<file path="config.mk">
export PLATFORM = sky130hd
export DESIGN_NAME = condicionador_botoes
export DESIGN_NICKNAME = d
export VERILOG_FILES = /design/src/rtl/condicionador_botoes_pkg.sv /design/src/rtl/condicionador_botoes_sincronizador_2ff.sv /design/src/rtl/condicionador_botoes.sv
export SDC_FILE = /design/constraint.sdc
export NUM_CORES = 1
export LEC_CHECK = 0
export CAP_MARGIN = 20
export CORE_MARGIN = 5
export CORE_UTILIZATION = 30
export DETAILED_ROUTE_END_ITERATION = 12
export SLEW_MARGIN = 25
export SYNTH_ARGS = -nofsm -noshare
export SYNTH_HDL_FRONTEND = slang
export SYNTH_SLANG_ARGS = --single-unit
</file>
<file path="constraint.sdc">
create_clock -name clock -period 2.74 [get_ports clock]
set_clock_uncertainty 0.15 [all_clocks]
set_input_delay 0.411 -clock clock [delete_from_list [all_inputs] [get_ports clock]]
set_output_delay 0.411 -clock clock [all_outputs]
set_load 0.01 [all_outputs]
</file>
<file path="src/rtl/condicionador_botoes_pkg.sv">
// ---------------------------------------------------------------------------
// condicionador_botoes_pkg: state codes and helpers shared with the hex7seg debug path
// Rev 1.0
// ---------------------------------------------------------------------------
`default_nettype none

package condicionador_botoes_pkg;

  localparam logic [3:0] COD_OCIOSO        = 4'd0;
  localparam logic [3:0] COD_ESTABILIZANDO = 4'd1;
  localparam logic [3:0] COD_REGISTRA      = 4'd2;
  localparam logic [3:0] COD_ESPERA_SOLTAR = 4'd3;

  typedef enum logic [3:0] {
    OCIOSO        = COD_OCIOSO,
    ESTABILIZANDO = COD_ESTABILIZANDO,
    REGISTRA      = COD_REGISTRA,
    ESPERA_SOLTAR = COD_ESPERA_SOLTAR
  } estado_t;

  function automatic logic is_onehot(input logic [3:0] v);
    return (v != 4'd0) && ((v & (v - 4'd1)) == 4'd0);
  endfunction

endpackage

`default_nettype wire

</file>
<file path="src/rtl/condicionador_botoes_sincronizador_2ff.sv">
// ---------------------------------------------------------------------------
// sincronizador_2ff: two-stage synchroniser for asynchronous level inputs
// Rev 1.0
// ---------------------------------------------------------------------------
`default_nettype none

module sincronizador_2ff #(
  parameter int WIDTH = 4
) (
  input  logic             clock,
  input  logic             reset,
  input  logic [WIDTH-1:0] d,
  output logic [WIDTH-1:0] q
);

  logic [WIDTH-1:0] estagio1;

  always_ff @(posedge clock or negedge reset) begin
    if (!reset) begin
      estagio1 <= '0;
      q        <= '0;
    end else begin
      estagio1 <= d;
      q        <= estagio1;
    end
  end

endmodule

`default_nettype wire

</file>
<file path="src/rtl/condicionador_botoes.sv">
// ---------------------------------------------------------------------------
// condicionador_botoes: synchronise, debounce and validate the four game buttons
// Rev 1.0
// ---------------------------------------------------------------------------
`default_nettype none

module condicionador_botoes
  import condicionador_botoes_pkg::*;
#(
  parameter int DEBOUNCE_CYCLES = 2,
  parameter int CNT_W           = 8
) (
  input  logic       clock,
  input  logic       reset,
  input  logic       habilita,
  input  logic [3:0] botoes,
  output logic       jogada_feita,
  output logic [3:0] jogada,
  output logic       jogada_invalida,
  output logic       botao_ativo,
  output logic [3:0] db_estado
);

  localparam logic [CNT_W-1:0] LIMITE = CNT_W'(DEBOUNCE_CYCLES - 1);

  estado_t          estado;
  logic [CNT_W-1:0] contador;
  logic [3:0]       amostra;
  logic [3:0]       jogada_reg;
  logic [3:0]       botoes_s;

  sincronizador_2ff #(
    .WIDTH(4)
  ) u_sinc (
    .clock(clock),
    .reset(reset),
    .d    (botoes),
    .q    (botoes_s)
  );

  // Pulse flags are set on the edge entering REGISTRA so they are high exactly during it.
  always_ff @(posedge clock or negedge reset) begin
    if (!reset) begin
      estado          <= OCIOSO;
      contador        <= '0;
      amostra         <= 4'd0;
      jogada_reg      <= 4'd0;
      jogada_feita    <= 1'b0;
      jogada_invalida <= 1'b0;
      botao_ativo     <= 1'b0;
    end else begin
      jogada_feita    <= 1'b0;
      jogada_invalida <= 1'b0;
      case (estado)
        OCIOSO: begin
          if (habilita && (botoes_s != 4'd0)) begin
            amostra     <= botoes_s;
            contador    <= '0;
            estado      <= ESTABILIZANDO;
            botao_ativo <= 1'b1;
          end
        end
        ESTABILIZANDO: begin
          if (!habilita || (botoes_s != amostra)) begin
            estado      <= OCIOSO;
            botao_ativo <= 1'b0;
          end else if (contador == LIMITE) begin
            estado          <= REGISTRA;
            jogada_feita    <= is_onehot(amostra);
            jogada_invalida <= !is_onehot(amostra);
          end else begin
            contador <= contador + CNT_W'(1);
          end
        end
        REGISTRA: begin
          if (jogada_feita) begin
            jogada_reg <= amostra;
          end
          contador <= '0;
          estado   <= ESPERA_SOLTAR;
        end
        ESPERA_SOLTAR: begin
          // habilita is deliberately ignored so a held button is never re-registered
          if (botoes_s != 4'd0) begin
            contador <= '0;
          end else if (contador == LIMITE) begin
            estado      <= OCIOSO;
            botao_ativo <= 1'b0;
          end else begin
            contador <= contador + CNT_W'(1);
          end
        end
        default: begin
          estado      <= OCIOSO;
          botao_ativo <= 1'b0;
        end
      endcase
    end
  end

  assign jogada    = jogada_feita ? amostra : jogada_reg;
  assign db_estado = estado;

endmodule

`default_nettype wire

</file>
==> changes_impl.md, run 1 <==
## Implementation

* Status: finished clean
* Gr busiest metal: met2
* Reg area at 726 um2
* Cells after Synth at 126
* Final wirelength at 2.66 mm
* Design area at 0.00183 mm2
* Growth of design area from synthesis to finish at 24.0%
* Cell row count at 25
* Final ANT Viol Nets at 0
* Core area at 0.00475 mm2
* Worst Path Class, Setup: register to register
* Reg2reg setup slack at 410 ps
* Fin. Hold Viols at 0
* Combinational gate count at 91
* Vias in the first global route at 1056
* Hold_sp: u_sinc.estagio1[1]$_DFF_PN0_
* Seq/total area at 39.7%
* Initial DRC Count at 36
* Tap cells at 67
* CP required at 2770 ps
* Inverters at 4
* RSZ-0062 raised after global routing: no
* Xor/xnor share at 3.57%
* Cell Area, Synth at 0.00147 mm2
* Clk slew on worst S/H paths at 60 ps
* Post-route setup TNS at 0 ps
* DRT Pass-1 Iters at 4
* PortBufs at 15
* Worst VDD drop at 500 uV
* Top area cell types: dfrtp_1 49%, mux2_2 9.2%, ha_1 5.9%, nand3_1 3.4%, o21ai_0 3.4%
* Count of library flops with an enable pin at 0
* Setup violators final at 0
* FFs w/ async S/R, synth at 100%
* Finished Layout Cells at 217
* Synth Area in Adders at 5.94%
* CTS tree: done
* Worst hold path endpoint: u_sinc.q[1]$_DFF_PN0_
* CTS Buffer Depth at 2
* Reg-to-Reg End: contador[3]$_DFFE_PN0P_
* Hold WS at 199 ps
* Initial antenna violation count at 0
* Placed cell area at 0.00171 mm2
* Vias/cell at 4.76
* Final worst path period share at 85.1%
* R2R Path Start: db_estado[0]$_DFFE_PN0P_
* Non-clock buffer share at 9.45%
* Met1 global-route usage at 11.4%
* Total number of vias at 1034
* Top reg by flops: contador
* Slew headroom at 59.9%
* Detailed-placement wirelength estimate at 1.98 mm
* GP Congestion at 0.793
* Total gr overflow at 0
* Hold Path Class: register to register
* Post-synthesis simple-gate area fraction at 15.7%
* Most common cell in the netlist: dfrtp_1
* Yosys chip area at 0.00147 mm2
* Main synth FF type: dfrtp_1
* Slew @ Worst Pin at 602 ps
* Die Span Y at 80.1 um
* First-pass GRT wire length at 4.82 mm
* Synth Warn # at 0
* Arr. time, crit path at 2360 ps
* # Cells Yosys at 126
* Fp util at 31.0%
* Die area at 0.00642 mm2
* Worst-path fanout max at 8
* Tool Warnings at 32
* Logic share of the area at 38.7%
* Comb area at 708 um2
* Signal buffers at 18
* Max-Cap Viols at 0
* Max reg flops at 8
* Post-CTS sizing at 0
* Hold buffer count at cts at 0
* Register bit total from synthesis at 29
* Top class by area: sequential cells
* Io pins at 18
* CP Capture Type: register
* Avg Cell Area, Syn at 11.7 um2
* Ant. Diodes at 0
* Placed cell count at 209
* AND-OR/OR-AND Cells, Area Fraction at 12.4%
* Pin count of the biggest net entering global routing at 30
* Final-layout fill cell count at 476
* MUX area fraction at 9.93%
* Comb area leader: simple AND/OR/NAND/NOR gates
* Post-CTS Setup Bufs at 0
* H-tree depth at 2
* Setup crit start kind: register
* DRC errors left at 0
* Max Clk Rate at 429 MHz
* Fin nets at 163
* Commonest cells post-synth: 29 x dfrtp_1, 12 x mux2_2, 10 x nand3_1, 10 x o21ai_0, 7 x ha_1
* Fin crit period at 2330 ps
* Tot Pwr at 1600 uW
* Grt met2 use at 15.3%
* Synth cell types at 37
* Total track usage at 9.60%
* Worst reg2reg path depth at 6
* Leak at 0.000769 uW
* Clk cell area share at 6.57%
* Leading area contributor after synthesis: dfrtp_1
* Layout cells sized above 1 at 20.0%
* Seq/Total Area, Yosys at 49.2%
* Die Wd at 80.1 um
* Met3 Resource Use GR at 3.92%
* Pwr dens at 875 mW/mm2
* Layout clock buffer count at 6
* Max-area cell share at 49.2%
* Max-slew violation count at 0
* Drt wl/cell at 12.2 um
* WHS Path Cells at 0
* Clock Tree Root: clkbuf_8
==> run 1: metal layers <==
layer	share of wire, %	wire, um	up-vias
met2	46	1220	19
met1	47	1250	502
met5	0	0	-
met4	1.6	43	0
met3	5.5	146	6
li1	-	-	507
==> run 1: worst max-delay path by stage <==
stage                             start                        to  depth (start not counted)
2_1_floorplan   contador[1]$_DFFE_PN0P_  db_estado[1]$_DFFE_PN0P_                          8
3_3_place_gp                   habilita   contador[3]$_DFFE_PN0P_                          5
3_5_place_dp                   habilita   contador[3]$_DFFE_PN0P_                          5
4_1_cts        db_estado[0]$_DFFE_PN0P_   contador[3]$_DFFE_PN0P_                          6
5_1_grt         contador[1]$_DFFE_PN0P_   botao_ativo$_DFFE_PN0P_                          8
6_report       db_estado[0]$_DFFE_PN0P_   contador[3]$_DFFE_PN0P_                          6
==> run 1: placed cells by master (no fill, tap or decap), drive strengths merged, types with 2 or more instances in the layout <==
cell type / instances
conb: 2
dfrtp: 29
buf: 3
nor4: 3
o31ai: 4
mux2: 13
clkbuf: 6
or4b: 3
or4: 2
a21boi: 2
nor2: 4
o21ai: 12
clkdlybuf4s50: 15
nor2b: 2
and3: 4
a21oi: 2
inv: 4
nand3: 10
nor3: 6
ha: 7
xnor2: 5
==> run 1: report_power, final <==
part           total [uW]  internal, uW  switching [uW]
clock                 457           295             162
combinational         545           267             278
sequential            597           500            97.4
==> run 1: per-stage QoR <==
stage | util (%) | setup WS, ps
final | 38.4 | 410
after global placement | 35.9 | 352
after detailed placement | 35.9 | 373
after floorplan | - | 540
after global routing | 38.4 | 242
after CTS | 38.4 | 403
==> run 1: critical path, cell delays in order, from the launching register on <==
cell      delay (ps)
dfrtp_1          450
inv_1            120
ha_1             280
a21boi_2         210
a211o_1          370
or3_1            420
o31ai_1          230
Figure 1. The clock network (run 1).
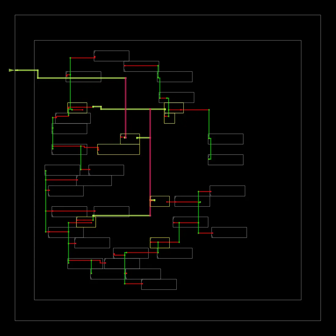
CTS Sinks: 29
Clk power: 457 uW
clk_lat worst skew: 280 ps
Flops: 29
CTS Buf Count: 5

Figure 2. Clock wires, drivers and flops (run 1).
Scale: 8 px per um.
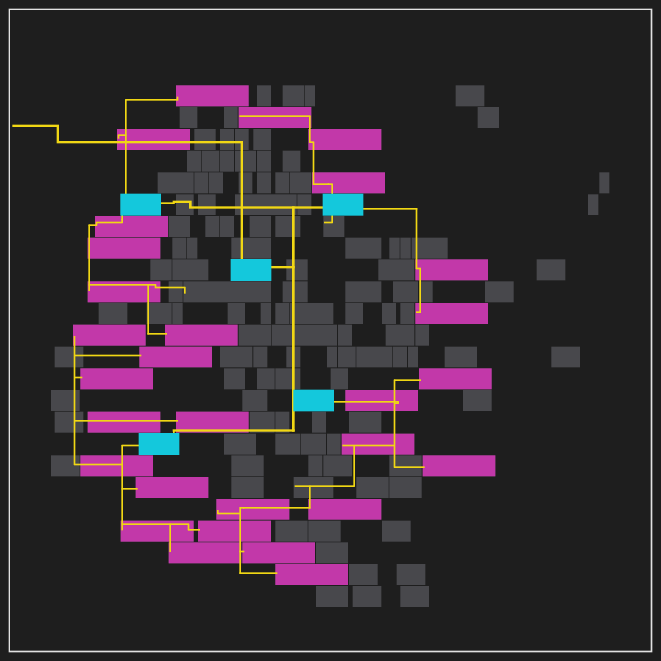
legend:
  clock wires:
    color: yellow
    length: 390 um
  flip-flops:
    color: magenta
    count: 29
  cells driving clock nets:
    color: cyan
    count: 5
routed clock nets: 6

Figure 3. Zoomed window (run 1).
Window x 28 to 53, y 28 to 53 um. Cells in gray, sequential cells in the stronger gray; small squares are vias.
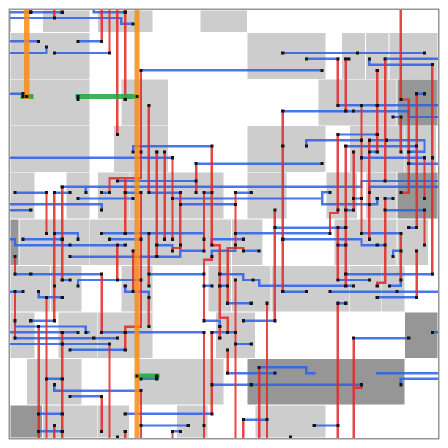
legend:
  met3:
    color: green
  met4:
    color: orange
  met2:
    color: red
  met1:
    color: blue
most frequent: nand3_1 (5), ha_1 (5)
sequential cells in the window: 1
cells with their middle in the window: 44
netlist names of flops here include: jogada_invalida (1)

Figure 4. Local utilization (run 1).
Scale: 3 px per um. 8 x 8 tiles, from black (low) to pale yellow (high), 0 to 100% covered.
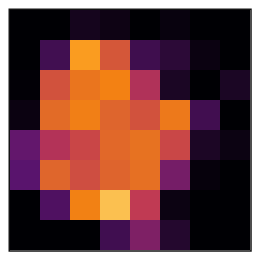

==> run 2, diff against run 1 <==
- CORE_UTILIZATION: 30 -> 45
- PLACE_DENSITY: unset -> 0.67
Figure 5. Local utilization (run 2).
Scale: 4 px per um. 7 x 7 tiles, from black (low) to pale yellow (high), 0 to 100% covered.
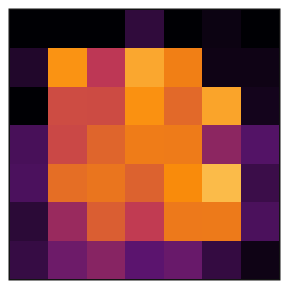
densest ninth of the die: center
tiles over 75% full: 10%
fullest tile: 85%
emptiest ninth of the die: upper right
mean over tiles: 38%
nearly empty tiles: 12%

Figure 6. Zoomed window (run 2).
Window x 21 to 46, y 21 to 46 um. Cells in gray, sequential cells in the stronger gray; small squares are vias.
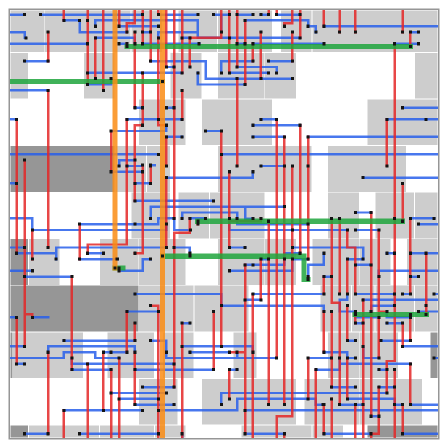
legend:
  met2:
    color: red
  met1:
    color: blue
  met3:
    color: green
  met4:
    color: orange
cells with their middle in the window: 49
sequential cells in the window: 2
netlist names of flops here include: amostra (1), contador (1)
most frequent: o21ai_0 (6), nand3_1 (4), nor3_1 (4)

Figure 7. Clock wires, drivers and flops (run 2).
Scale: 8 px per um.
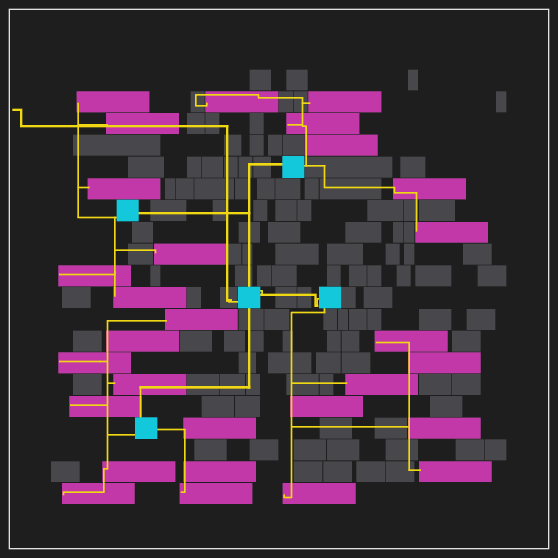
legend:
  clock wires:
    color: yellow
    length: 371 um
  flip-flops:
    color: magenta
    count: 29
  cells driving clock nets:
    color: cyan
    count: 5
flops lie: widely spread
routed clock nets: 6

==> run 2 against run 1 <==
Against the previous run: register-to-register slack got worse by 70 ps; wire length rose by 4.8%; largest power group unchanged; utilization increased by 19 points; worst setup slack lost 72 ps; critical path type unchanged; non-clock buffer count fell by 1; sequential cell count stayed put; cell count shrank 11%; via count up 3.4%; sequential power barely moved; final area shrank 2.9%; largest cell class unchanged; sequential share of layout area up 1.2 points.
==> changes_impl.md, run 2 <==
## Implementation

* Leak at 0.000762 uW
* Leading area contributor after synthesis: dfrtp_1
* Clk_lat worst skew at 320 ps
* Most numerous logic cell after layout: dfrtp_1
* Tot Pwr at 1570 uW
* Die area at 0.00452 mm2
* DRC errors left at 0
* Hold Path Class: register to register
* Hold buffer count at cts at 0
* Fin nets at 162
* Net Sw Frac at 33.9%
* Total gr overflow at 0
* FFs w/ async S/R, synth at 100%
* Cell Area, Synth at 0.00147 mm2
* Top area cell types: dfrtp_1 49%, mux2_2 9.2%, ha_1 5.9%, nand3_1 3.4%, o21ai_0 3.4%
* Most common cell in the netlist: dfrtp_1
* Register bit total from synthesis at 29
* Yosys chip area at 0.00147 mm2
* CP Capture Type: register
* Pwr dens at 887 mW/mm2
* Detailed-placement wirelength estimate at 2.00 mm
* Setup crit start kind: register
* # Cells Yosys at 126
* Post-CTS sizing at 0
* Hold WS at 207 ps
* Finished Layout Cells at 193
* Total number of vias at 1069
* Met3 Resource Use GR at 4.99%
* Most common logic cells in the final layout: 29 x dfrtp_1, 15 x clkdlybuf4s50_1, 12 x mux2_2, 10 x o21ai_0, 10 x nand3_1
* Largest delay share family, worst path: simple AND/OR/NAND/NOR gates
* Seq/Total Area, Yosys at 49.2%
* First-pass GRT wire length at 5.04 mm
* Total track usage at 14.9%
* Vias/cell at 5.54
* Clock power frac at 27.6%
* Final ANT Viol Nets at 0
* Io pins at 18
* Pin count of the biggest net entering global routing at 30
* Final worst path period share at 87.7%
* Clock Tree Root: clkbuf_4
* Layout cells sized above 1 at 19.5%
* Die Wd at 67.2 um
* Ant. Diodes at 0
* Clk slew on worst S/H paths at 100 ps
* Final core utilization at 57.2%
* Max Clk Rate at 416 MHz
* Seq pwr share at 38.0%
* Drt wl/cell at 14.4 um
* Slew headroom at 60.7%
* Fin. Hold Viols at 0
* Max reg flops at 8
* Growth of design area from synthesis to finish at 20.4%
* Max-Cap Viols at 0
* Final wirelength at 2.78 mm
* DRT Pass-1 Iters at 4
* Max stage delay on crit path at 470 ps
* Clk power at 433 uW
* Post-route setup TNS at 0 ps
* CTS Sinks at 29
* Worst VDD drop at 491 uV
* Gr busiest metal: met2
* Sequential cell power at 597 uW
* Placed cell count at 185
* Synth cell types at 37
* Initial antenna violation count at 0
* Comb pwr share at 34.5%
* Setup violators final at 0
* RSZ-0062 raised after global routing: no
* H-tree depth at 2
* Cells after Synth at 126
* Biggest consumer: registers
* Combinational power at 543 uW
* Worst-path fanout max at 5
* Int Pwr at 1040 uW
* Max-slew violation count at 0
* Fin crit period at 2400 ps
* Count of library flops with an enable pin at 0
* Initial DRC Count at 64
* Crit path cell chain: inv_1 > ha_1 > or4b_4 > nor4_4 > a2bb2oi_2 > nor3_1 > mux2_1
* CP max stage cell: or4b_4
* Fp util at 47.5%
* CTS Buffer Depth at 2
* Status: finished clean
* PortBufs at 15
* Worst Path Class, Setup: register to register
* CP required at 2820 ps
* Commonest cells post-synth: 29 x dfrtp_1, 12 x mux2_2, 10 x nand3_1, 10 x o21ai_0, 7 x ha_1
* Post-CTS Setup Bufs at 0
* Die Span Y at 67.2 um
* Core area at 0.00310 mm2
* Tool Warnings at 32
* Slew @ Worst Pin at 590 ps
* CTS tree: done
* Synth Warn # at 0
* Max-area cell share at 49.2%
* Met1 global-route usage at 17.6%
* CP bufs+invs at 1
* Arr. time, crit path at 2480 ps
* Avg Cell Area, Syn at 11.7 um2
-- run 2: cell counts after synthesis --
No cell type changed its count.
-- run 2: cell type report --
class | instances | area (um2)
Inverter | 4 | 17.5
Sequential cell | 29 | 726
Tap cell | 44 | 55.1
Fill cell | 295 | 1330
Timing Repair Buffer | 17 | 165
Clock inverter | 3 | 65.1
Clock buffer | 5 | 37.5
Multi-Input combinational cell | 91 | 708
-- run 2: per-layer routing --
metal  up-vias  routed length (um)
met5         -                   0
met3         6                 170
met2        27                1380
met1       530                1180
li1        506                   -
met4         0                  49
-- run 2: path summary, 6_finish.rpt --
path | end | from | slack (ps) | cells past startpoint
worst min register to register | u_sinc.q[2]$_DFF_PN0_ | u_sinc.estagio1[2]$_DFF_PN0_ | 210 | 0
worst max-delay path | botao_ativo$_DFFE_PN0P_ | contador[1]$_DFFE_PN0P_ | 340 | 7
min in group asynchronous | jogada_reg[1]$_DFFE_PN0N_ | reset | 300 | 2
worst max register to register | botao_ativo$_DFFE_PN0P_ | contador[1]$_DFFE_PN0P_ | 340 | 7
worst min-delay path | u_sinc.q[2]$_DFF_PN0_ | u_sinc.estagio1[2]$_DFF_PN0_ | 210 | 0
max in group asynchronous | contador[2]$_DFFE_PN0P_ | reset | 1860 | 2
-- run 2: logic make-up after synthesis --
kind of cell / share of synthesized area [%]
other: 0.254
adder cells (fa/ha/maj): 5.94
XOR/XNOR: 3.57
flip-flops: 49.2
AND-OR/OR-AND: 12.4
AND/OR/NAND/NOR: 15.7
buffers and inverters: 2.97
multiplexers: 9.93
-- run 2: per-stage QoR --
step,worst slack [ps],instance area [um2]
3_5_place_dp,351,1670
3_3_place_gp,384,1670
6_report,337,1770
2_1_floorplan,540,1480
4_1_cts,327,1770
5_1_grt,177,1770
Power figures rest on the tool's default switching activity, not on a simulated workload.
